==> config.mk <==
export PLATFORM = sky130hd
export DESIGN_NAME = vec_issue_frontend_flat
export DESIGN_NICKNAME = d
export VERILOG_FILES = /design/src/rtl/vec_issue_frontend_if.sv /design/src/rtl/vec_issue_frontend.sv /design/src/flat_wrapper.sv
export SDC_FILE = /design/constraint.sdc
export NUM_CORES = 1
export LEC_CHECK = 0
export ABC_AREA = 1
export CORE_AREA = 2 2 143 145
export DETAILED_ROUTE_END_ITERATION = 7
export DIE_AREA = 0 0 145 147
export PLACE_DENSITY_LB_ADDON = 0.12
export RECOVER_POWER = 50
export SYNTH_ARGS = -nofsm -noshare
export SYNTH_HDL_FRONTEND = slang
export SYNTH_SLANG_ARGS = --single-unit
==> constraint.sdc <==
create_clock -name CLK -period 6.3 [get_ports CLK]
set_input_delay 0.63 -clock CLK [delete_from_list [all_inputs] [get_ports CLK]]
set_output_delay 0.63 -clock CLK [all_outputs]
set_load 0.02 [all_outputs]
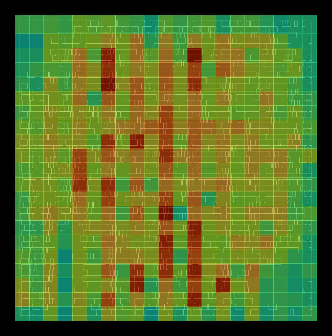
run_1/congestion.png
met1 GRT Util: 26.6%
met2 Track Usage GR: 33.3%
met3 Use GR: 4.53%

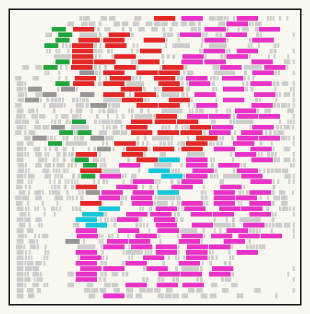
run_1/flops_by_reg.png
Drawn at 2 px/um. Other sequential cells in the stronger grey, the rest of the logic in the fainter grey.
- magenta: u_core.mem_instr (placed flops 128)
- green: u_core.vl_q (placed flops 14)
- red: u_core.mem_vl (placed flops 56)
- cyan: u_core.mem_sew (placed flops 8)
- not coloured: 13
flop share of the area: 53.4%
FF+latch area: 6310 um^2
sequential power: 1.57 mW
Core Util, Final: 59.6%

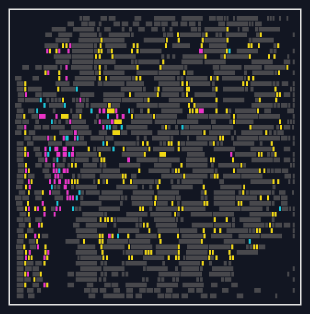
run_1/logic_types.png
Drawn at 2 px/um.
- magenta: NAND gates (cells 77)
- cyan: inverters (cells 31)
- yellow: NOR gates (cells 264; where widely spread)
non-filler cells, final: 1318
logic share of the area: 21.9%
Top cell excl fill/tap: nor2_1

==> impl_metrics.tcl, run 1 <==
# implementation run metrics
set metrics [dict create \
    row_count 52 \
    drive_gt1_share_pct 4.49 \
    fin_area_um2 11800 \
    wire_per_inst_um 16.2 \
    antenna_left 0 \
    cap_violations 2 \
    yosys_warnings 0 \
    fin_hold_ws_ns 0.473 \
    crit_fanout 50 \
    synthTopCellsByArea "edfxtp_1 61%, nor2_1 10%, dfxtp_1 5.8%" \
    p_comb_share_pct 5.1 \
    grt_pass1_wl_um 33900 \
    status "finished with violations" \
    mux_share_pct 0 \
    dp.cells 1277 \
    grt_overflow 0 \
    worst_pin_slew_ns 2.86 \
    io_buffers 168 \
    leakage_nw 4.20 \
    syn_area_um2 9390 \
    drt_pass1_iterations 5 \
    fa_ha_area_share_pct 1.28 \
    globalRoute.busiestLayer "met2" \
    cts-resized-gates 0 \
    htreeDepth 1 \
    cp_data_required_time_ns 5.67 \
    slew_headroom_pct -90.9 \
    grt_use_total_pct 20.0 \
    slowest_stage "clkbuf_1" \
    skew_ns 0.0209 \
    setup_viol 0 \
    largest_reg_flops 128 \
    routed_wl_um 21300 \
    violations "capacitance limit, slew limit" \
    crit_path_end_kind "output pin" \
    die_h_um 147 \
    post-route-period-util_pct 78.8 \
    pin_count 219 \
    clkSlewWorstSetupHoldPaths_ns 0.06 \
    ys_async_sr_fraction_pct 0 \
    final.setup.tns_ns 0 \
    drv_slew 76 \
    switching_share_pct 19.8 \
]
-- run 1: cell type report --
cell class | count | area [um^2] | area share [%]
inverters | 31 | 118 | 0.995
well taps | 270 | 338 | 2.86
flip-flops and latches | 219 | 6310 | 53.4
repair buffers | 175 | 1730 | 14.6
clock buffers | 30 | 581 | 4.91
multi-input cells | 582 | 2580 | 21.9
clock inverters | 10 | 161 | 1.36
diodes | 1 | 2.50 | 0.0212
-- run 1: critical path: cells and delay by family (launching register included) --
family / cells / cell delay, ns
AND/OR/NAND/NOR: 2 / 0.20
buffers and inverters: 3 / 2.87
flip-flops: 1 / 0.31
AND-OR/OR-AND: 1 / 0.41
run_1/detail.png
Region (60, 32) to (85, 57) um. Cells in grey, sequential cells in the stronger grey; small squares are vias.
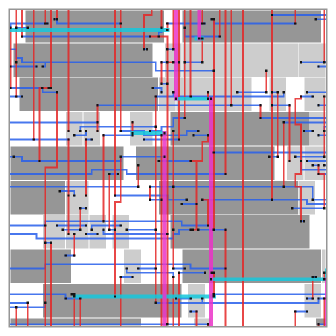

--- run 2 (diff from run 1) ---
--- a/config.mk
+++ b/config.mk
@@ -6,9 +6,9 @@
 export NUM_CORES = 1
 export LEC_CHECK = 0
 export ABC_AREA = 1
-export CORE_AREA = 2 2 143 145
+export CORE_AREA = 2 2 148 150
 export DETAILED_ROUTE_END_ITERATION = 7
-export DIE_AREA = 0 0 145 147
+export DIE_AREA = 0 0 150 152
 export PLACE_DENSITY_LB_ADDON = 0.12
 export RECOVER_POWER = 50
 export SYNTH_ARGS = -nofsm -noshare
==> constraint.sdc (replaced) <==
create_clock -name CLK -period 4.4 [get_ports CLK]
set_input_delay 0.44 -clock CLK [delete_from_list [all_inputs] [get_ports CLK]]
set_output_delay 0.44 -clock CLK [all_outputs]
set_load 0.02 [all_outputs]
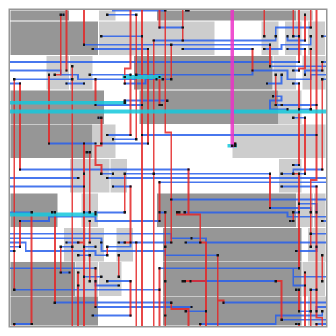
run_2/detail.png
Region (62, 33) to (87, 58) um. Cells in grey, sequential cells in the stronger grey; small squares are vias.
- magenta: metal 4
- cyan: metal 3
- blue: metal 1
- red: metal 2
- sequential cells in the window: 10
- cells with their middle in the window: 35
- most frequent: nor2_1 (10), edfxtp_1 (10), o21ai_0 (7)

==> impl_metrics.tcl, run 2 <==
# implementation run metrics
set metrics [dict create \
    cp_data_required_time_ns 3.96 \
    antenna_left 0 \
    final.setup.tns_ns 0 \
    max_stage_delay_ns 0.79 \
    worst_pin_slew_ns 1.06 \
    ff_latch_area_um2 6310 \
    holdBufCountCts 0 \
    synth_flop_count 219 \
    row_count 54 \
    syn_area_um2 9390 \
    slowest_stage "buf_4" \
    globalRoute.busiestLayer "met2" \
    ys_async_sr_fraction_pct 0 \
    fin_area_um2 11800 \
    setup_viol 0 \
    grt_pass1_wl_um 34600 \
    cap_violations 0 \
    rrSetupSlack_ns 1.49 \
    cp_top_family "buffers and inverters" \
    antennaDiodeCount 1 \
    final_cells 1330 \
    skew_ns 0.0115 \
    slew_headroom_pct 29.0 \
    met3_usage_pct 3.60 \
    status "completed" \
    buffers 179 \
    layout.nonclk_buf_share_pct 15.2 \
    clkSlewWorstSetupHoldPaths_ns 0.06 \
    comb_share_pct 21.9 \
    fin_hold_ws_ns 0.461 \
    antenna_found_initial 2 \
    post-route-period-util_pct 79.4 \
    htreeDepth 1 \
    most_common_cell "nor2_1" \
    dominant-cell-class "sequential cells" \
    drive_gt1_share_pct 4.96 \
    cts-resized-gates 0 \
    clock_area_share_pct 5.48 \
    utilization_pct 55.4 \
    yosys_warnings 0 \
    ff_count 219 \
    largest_reg_flops 128 \
    logic_gates 582 \
    crit_fanout 96 \
    inv_count 31 \
    crit_path_end_kind "output pin" \
    routed_wl_um 22000 \
    syn_to_final_growth_pct 25.8 \
    layout_top_cell "nor2_1" \
    nClkBuffers 31 \
    wire_per_inst_um 16.5 \
    leakage_nw 4.20 \
    nWellTaps 280 \
    edf_count 192 \
    drt_pass1_iterations 5 \
    mi_logic_area_um2 2590 \
    cp.depth 6 \
    postCtsSetupBuffers 0 \
    synthTopCellsByArea "edfxtp_1 61%, nor2_1 10%, dfxtp_1 5.8%" \
    dp.cells 1291 \
    pin_count 219 \
    crit_buf_inv 2 \
    dpl_cell_area_um2 11200 \
]
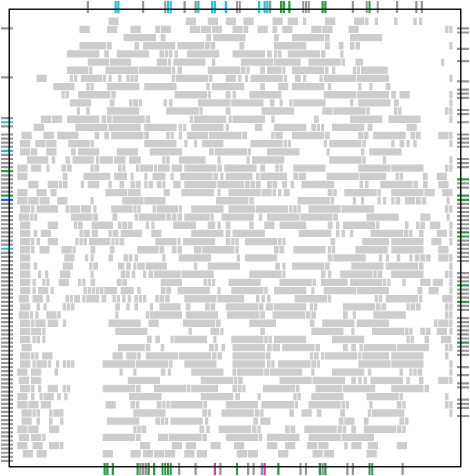
run_2/io_placement.png
Drawn at 3 px/um. Pins as bars across the die edge, other pins in grey.
- magenta: issue_ISSUE_SEW (pins 2; direction output; edge bottom)
- blue: VSETVL_DONE (pins 1; direction output; edge left)
- cyan: issue_ISSUE_VL (pins 14; direction output; edge 11 top, 3 left)
- green: INSTR (pins 32; direction input; edge 16 bottom, 8 right, 6 top, 2 left)
Die Wd: 150 um
# port buffers: 168

-- run 2: power by group --
part	internal, mW	leakage (nW)	switching [mW]	total (mW)
clock network	0.970	0.322	0.719	1.69
registers	2.25	1.92	0.00102	2.25
logic	0.101	1.96	0.128	0.229
total	3.32	4.20	0.848	4.17
-- run 2: cells by family (layout without fill, tap and decap cells) --
| logic type | count (synthesis) | count (layout) | synth area share (%) |
|---|---|---|---|
| adders and majority gates | 9 | 9 | 1.28 |
| and+or+nand+nor | 344 | 344 | 14.7 |
| xor gates and xnor gates | 1 | 1 | 0.0933 |
| buffers and inverters | 123 | 248 | 7.17 |
| AOI/OAI and AO/OA | 178 | 178 | 9.55 |
| other | 1 | 51 | 0.0399 |
| DFF | 219 | 219 | 67.1 |
No activity file was given, so power comes from the tool's default toggle rates.
